$ cat config.mk
export PLATFORM = sky130hd
export DESIGN_NAME = button_press_gen
export DESIGN_NICKNAME = d
export VERILOG_FILES = /design/src/rtl/button_press_gen.sv
export SDC_FILE = /design/constraint.sdc
export NUM_CORES = 1
export LEC_CHECK = 0
export CORE_MARGIN = 5
export CORE_UTILIZATION = 45
export DETAILED_ROUTE_END_ITERATION = 10
export GPL_TIMING_DRIVEN = 1
export MAX_ROUTING_LAYER = met4
export PLACE_DENSITY_LB_ADDON = 0.05
export RECOVER_POWER = 50
export SLEW_MARGIN = 15
export SYNTH_ARGS = -nofsm -noshare
export SYNTH_HDL_FRONTEND = slang
export SYNTH_SLANG_ARGS = --single-unit
$ cat constraint.sdc
create_clock -name clk -period 7.6 [get_ports clk]
set_clock_uncertainty 0.2 [all_clocks]
set_input_delay 0.76 -clock clk [delete_from_list [all_inputs] [get_ports clk]]
set_output_delay 0.76 -clock clk [all_outputs]
set_load 0.01 [all_outputs]
$ cat src/rtl/button_press_gen.sv
// Button waveform generator: timed press/release sequences on pause/toggle.
// Ports: clk, reset (sync, active-high); cmd_valid/cmd_ready handshake with
// cmd_sel (0 pause, 1 toggle), cmd_hold, cmd_repeat; pause_out/toggle_out
// button levels; busy; done pulse; press_count releases issued (wraps).
// Optional: define BUTTON_BOUNCE_EN for a 1,0,1,0 bounce lead-in per press.
module button_press_gen #(
    parameter int HOLD_W     = 16,
    parameter int GAP_CYCLES = 4,
    parameter int REP_W      = 4
) (
    input  logic              clk,
    input  logic              reset,
    input  logic              cmd_valid,
    output logic              cmd_ready,
    input  logic              cmd_sel,
    input  logic [HOLD_W-1:0] cmd_hold,
    input  logic [REP_W-1:0]  cmd_repeat,
    output logic              pause_out,
    output logic              toggle_out,
    output logic              busy,
    output logic              done,
    output logic [7:0]        press_count
);

    // One down-counter serves hold, gap and bounce phases.
    localparam int GAP_W = (GAP_CYCLES > 4) ? $clog2(GAP_CYCLES) : 2;
    localparam int CNT_W = (HOLD_W > GAP_W) ? HOLD_W : GAP_W;

`ifdef BUTTON_BOUNCE_EN
    typedef enum logic [1:0] {IDLE, HOLD, GAP, BOUNCE} state_t;
`else
    typedef enum logic [1:0] {IDLE, HOLD, GAP} state_t;
`endif

    state_t             state, state_n;
    logic [CNT_W-1:0]   cnt, cnt_n;
    logic [REP_W-1:0]   rep_q, rep_n;
    logic [HOLD_W-1:0]  hold_q, hold_n, ld_hold;
    logic               sel_q, sel_n;
    logic               lvl_n;
    logic               done_n;
    logic               inc;

    assign cmd_ready = (state == IDLE);
    assign busy      = (state != IDLE);

    always_comb begin
        state_n = state;
        cnt_n   = cnt;
        rep_n   = rep_q;
        hold_n  = hold_q;
        sel_n   = sel_q;
        lvl_n   = 1'b0;
        done_n  = 1'b0;
        inc     = 1'b0;
        ld_hold = (cmd_hold == '0) ? HOLD_W'(1) : cmd_hold;
        case (state)
            IDLE: begin
                if (cmd_valid) begin
                    sel_n  = cmd_sel;
                    hold_n = ld_hold;
                    // rep counts presses remaining after the current one
                    rep_n  = (cmd_repeat == '0) ? '0 : cmd_repeat - 1'b1;
                    lvl_n  = 1'b1;
`ifdef BUTTON_BOUNCE_EN
                    state_n = BOUNCE;
                    cnt_n   = CNT_W'(3);
`else
                    state_n = HOLD;
                    cnt_n   = CNT_W'(ld_hold - 1'b1);
`endif
                end
            end
            HOLD: begin
                if (cnt == '0) begin
                    state_n = GAP;
                    cnt_n   = CNT_W'(GAP_CYCLES - 1);
                    inc     = 1'b1;
                end else begin
                    cnt_n = cnt - 1'b1;
                    lvl_n = 1'b1;
                end
            end
            GAP: begin
                if (cnt != '0) begin
                    cnt_n = cnt - 1'b1;
                end else if (rep_q != '0) begin
                    rep_n = rep_q - 1'b1;
                    lvl_n = 1'b1;
`ifdef BUTTON_BOUNCE_EN
                    state_n = BOUNCE;
                    cnt_n   = CNT_W'(3);
`else
                    state_n = HOLD;
                    cnt_n   = CNT_W'(hold_q - 1'b1);
`endif
                end else begin
                    state_n = IDLE;
                    done_n  = 1'b1;
                end
            end
`ifdef BUTTON_BOUNCE_EN
            BOUNCE: begin
                // counter 3,2,1,0 maps to level 1,0,1,0 via its LSB
                if (cnt == '0) begin
                    state_n = HOLD;
                    cnt_n   = CNT_W'(hold_q - 1'b1);
                    lvl_n   = 1'b1;
                end else begin
                    cnt_n = cnt - 1'b1;
                    lvl_n = cnt_n[0];
                end
            end
`endif
            default: begin
                state_n = IDLE;
            end
        endcase
    end

    always_ff @(posedge clk) begin
        if (reset) begin
            state       <= IDLE;
            cnt         <= '0;
            rep_q       <= '0;
            hold_q      <= '0;
            sel_q       <= 1'b0;
            pause_out   <= 1'b0;
            toggle_out  <= 1'b0;
            done        <= 1'b0;
            press_count <= 8'd0;
        end else begin
            state       <= state_n;
            cnt         <= cnt_n;
            rep_q       <= rep_n;
            hold_q      <= hold_n;
            sel_q       <= sel_n;
            pause_out   <= lvl_n & ~sel_n;
            toggle_out  <= lvl_n & sel_n;
            done        <= done_n;
            press_count <= press_count + {7'd0, inc};
        end
    end

endmodule

### Placement by cell class

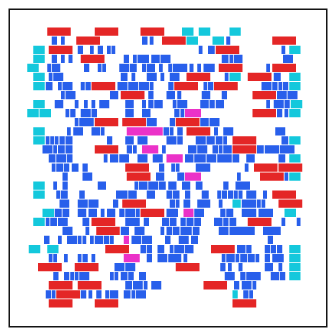
Key: remaining buffers and delay cells = cyan [cells 37, share of their area 10%]; remaining logic cells = blue [cells 349, share of their area 59%]; sequential cells = red [cells 50, share of their area 28%]; clock drivers and dummy loads = magenta [cells 8, share of their area 3.1%]
Std-Cell Rows: 31
Placeable Area: 7137 um^2
final non-filler cell area: 3757 um^2
Seq area share: 26.64%
post-route core utilization: 52.65%

==> impl_table.tex <==
% Yosys + OpenROAD metrics
\begin{tabular}{lr}
\hline
Metric & Value \\
\hline
\multicolumn{2}{l}{\textbf{Power and ir drop}} \\
Power, Total & about 0.00076 W \\
Cell area power density & roughly 200 nW/um\^{}2 \\
Peak supply drop & roughly 0.095 mV \\
Fraction of power spent switching nets & 36.08\% \\
\multicolumn{2}{l}{\textbf{Clock tree}} \\
Count of hold buffers inserted by post-cts repair & 0 \\
Clock Root Buffer & sky130\_fd\_sc\_hd\_\_clkbuf\_8 \\
Buffer count from post-CTS setup fixing & 0 \\
TritonCTS clock tree & yes \\
\multicolumn{2}{l}{\textbf{Critical path}} \\
Critical register-to-register path startpoint & state[0]\$\_SDFFE\_PP0P\_ \\
Slack of the worst reg-to-reg path & around 4 ns \\
Category of the worst setup path capture point & flop \\
Largest incremental delay on the critical path & approximately 0.69 ns \\
Critical Path Sink & cnt[0]\$\_SDFFE\_PP0P\_ \\
Crit path max-delay family & AND-OR/OR-AND gates \\
Cell-by-cell listing of the critical path & inv\_1 > ha\_1 > or4b\_2 > nor4\_1 > a21o\_1 > a21oi\_1 > a221oi\_1 \\
Path length in cells of the critical path & 7 \\
Cell with the largest stage delay on the worst path & sky130\_fd\_sc\_hd\_\_a21o\_1 \\
\multicolumn{2}{l}{\textbf{Finish}} \\
Registers with the most flip-flops & cnt x16, hold\_q x16, press\_count x8 \\
Post-layout net count & roughly 480 \\
Number of filler instances in the final layout & about 730 \\
Combinational gate area & around 2100 um\^{}2 \\
Antenna diode instance count & 0 \\
Layout Cells excl Fill & 543 \\
Flop area & roughly 1000 um\^{}2 \\
Most numerous logic cells after layout & sky130\_fd\_sc\_hd\_\_nand2\_1, sky130\_fd\_sc\_hd\_\_dfxtp\_1, sky130\_fd\_sc\_hd\_\_a21oi\_1, sky130\_fd\_sc\_hd\_\_nor2\_1 \\
Area delta synth->final & 15.81\% \\
Highest-count logic cell in the final layout & sky130\_fd\_sc\_hd\_\_nand2\_1 \\
\multicolumn{2}{l}{\textbf{Place}} \\
Instance area at placement & around 3600 um\^{}2 \\
Inst Count DP & about 540 \\
Final weighted congestion in routability-driven placement & roughly 0.98 \\
\multicolumn{2}{l}{\textbf{Drt}} \\
Highest metal layer with signal wires & met4 \\
Number of nets with antenna violations after detailed routing & 0 \\
Pre-antenna DRT Iters & 4 \\
DRC & 0 \\
Drt via density & 5.729 \\
Met1 Routed Length & $\sim$4 mm \\
Routed wire length per instance & roughly 16 um \\
Length of routed met3 wiring & about 550 um \\
\multicolumn{2}{l}{\textbf{Logic synthesis}} \\
Cell with the most instances after synthesis & sky130\_fd\_sc\_hd\_\_nand2\_1 \\
Post-synthesis instance area & between 3000 and 4000 um\^{}2 \\
Flip-flop and latch count after synthesis & 50 \\
Dominant cell area share & a little under a third \\
Main combinational cell family by area after synthesis & simple AND/OR/NAND/NOR gates \\
Fraction of the mapped netlist area in adder cells & 4.242\% \\
Syn\_area\_per\_cell & 7.725 um\^{}2 \\
Number of flops mapped to enable cells by yosys & 0 \\
Mux cell area share & 1.080\% \\
Basic Gates by Area & between 20 and 30\% \\
Async S/R FF share, synth & 0\% \\
Chip area line of the yosys report & approximately 3200 um\^{}2 \\
Top cell types by occurrence after synthesis & sky130\_fd\_sc\_hd\_\_nand2\_1, sky130\_fd\_sc\_hd\_\_dfxtp\_1, sky130\_fd\_sc\_hd\_\_a21oi\_1 \\
Most common reg cell & sky130\_fd\_sc\_hd\_\_dfxtp\_1 \\
\multicolumn{2}{l}{\textbf{Final timing}} \\
Share of the cycle needed by the critical path after routing & between 40 and 50\% \\
Max transition margin & between 10\% and 20\% \\
Hold violation count in the final report & 0 \\
Clock period minus worst slack & roughly 3.6 ns \\
\multicolumn{2}{l}{\textbf{Global route}} \\
GR Layer Usage met1 & between 20\% and 30\% \\
GRT overflow & 0 \\
Wire length of the first global-routing pass & $\sim$15 mm \\
Global routing met3 resource utilization & around 3.7\% \\
Maximum number of pins on one net before global-route repair & 53 \\
Overall track demand over capacity in global routing & approximately a fifth \\
\multicolumn{2}{l}{\textbf{Flow run}} \\
Max Cap Violations & 0 \\
Warning total across the stage logs & 30 \\
\multicolumn{2}{l}{\textbf{Outcome}} \\
Result of the run & complete, no violations \\
\multicolumn{2}{l}{\textbf{Floorplan}} \\
Total die area & $\sim$9000 um\^{}2 \\
\hline
\end{tabular}
### I/O pins on the die edge

Pins as bars across the die edge, other pins in gray.
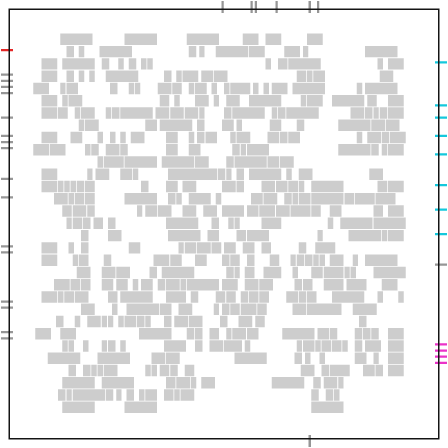
Key: clk = red [pins 1, direction input, edge left]; cmd_repeat = magenta [pins 4, direction input, edge right]; press_count = cyan [pins 8, direction output, edge right]
All pins by edge: 17 left, 13 right, 6 top, 1 bottom.
horizontal extent of the die: 94.91 um
# port buffers: 36
height of the die: 94.91 um

[worst reg2reg max path, cell delays in order (launching register included)]
cell	delay, ns
sky130_fd_sc_hd__dfxtp_1	0.36
sky130_fd_sc_hd__inv_1	0.09
sky130_fd_sc_hd__ha_1	0.60
sky130_fd_sc_hd__or4b_2	0.66
sky130_fd_sc_hd__nor4_1	0.47
sky130_fd_sc_hd__a21o_1	0.69
sky130_fd_sc_hd__a21oi_1	0.17
sky130_fd_sc_hd__a221oi_1	0.30
[layout make-up]
type / count / area share, %
Clock buffer: 5 / 1.832
Clock inverter: 3 / 1.166
Inverter: 15 / 1.499
Tap cell: 99 / 3.297
Timing Repair Buffer: 37 / 9.657
Sequential cell: 50 / 26.64
Multi-Input combinational cell: 334 / 55.91
Power is estimated from default activity; no workload was simulated.
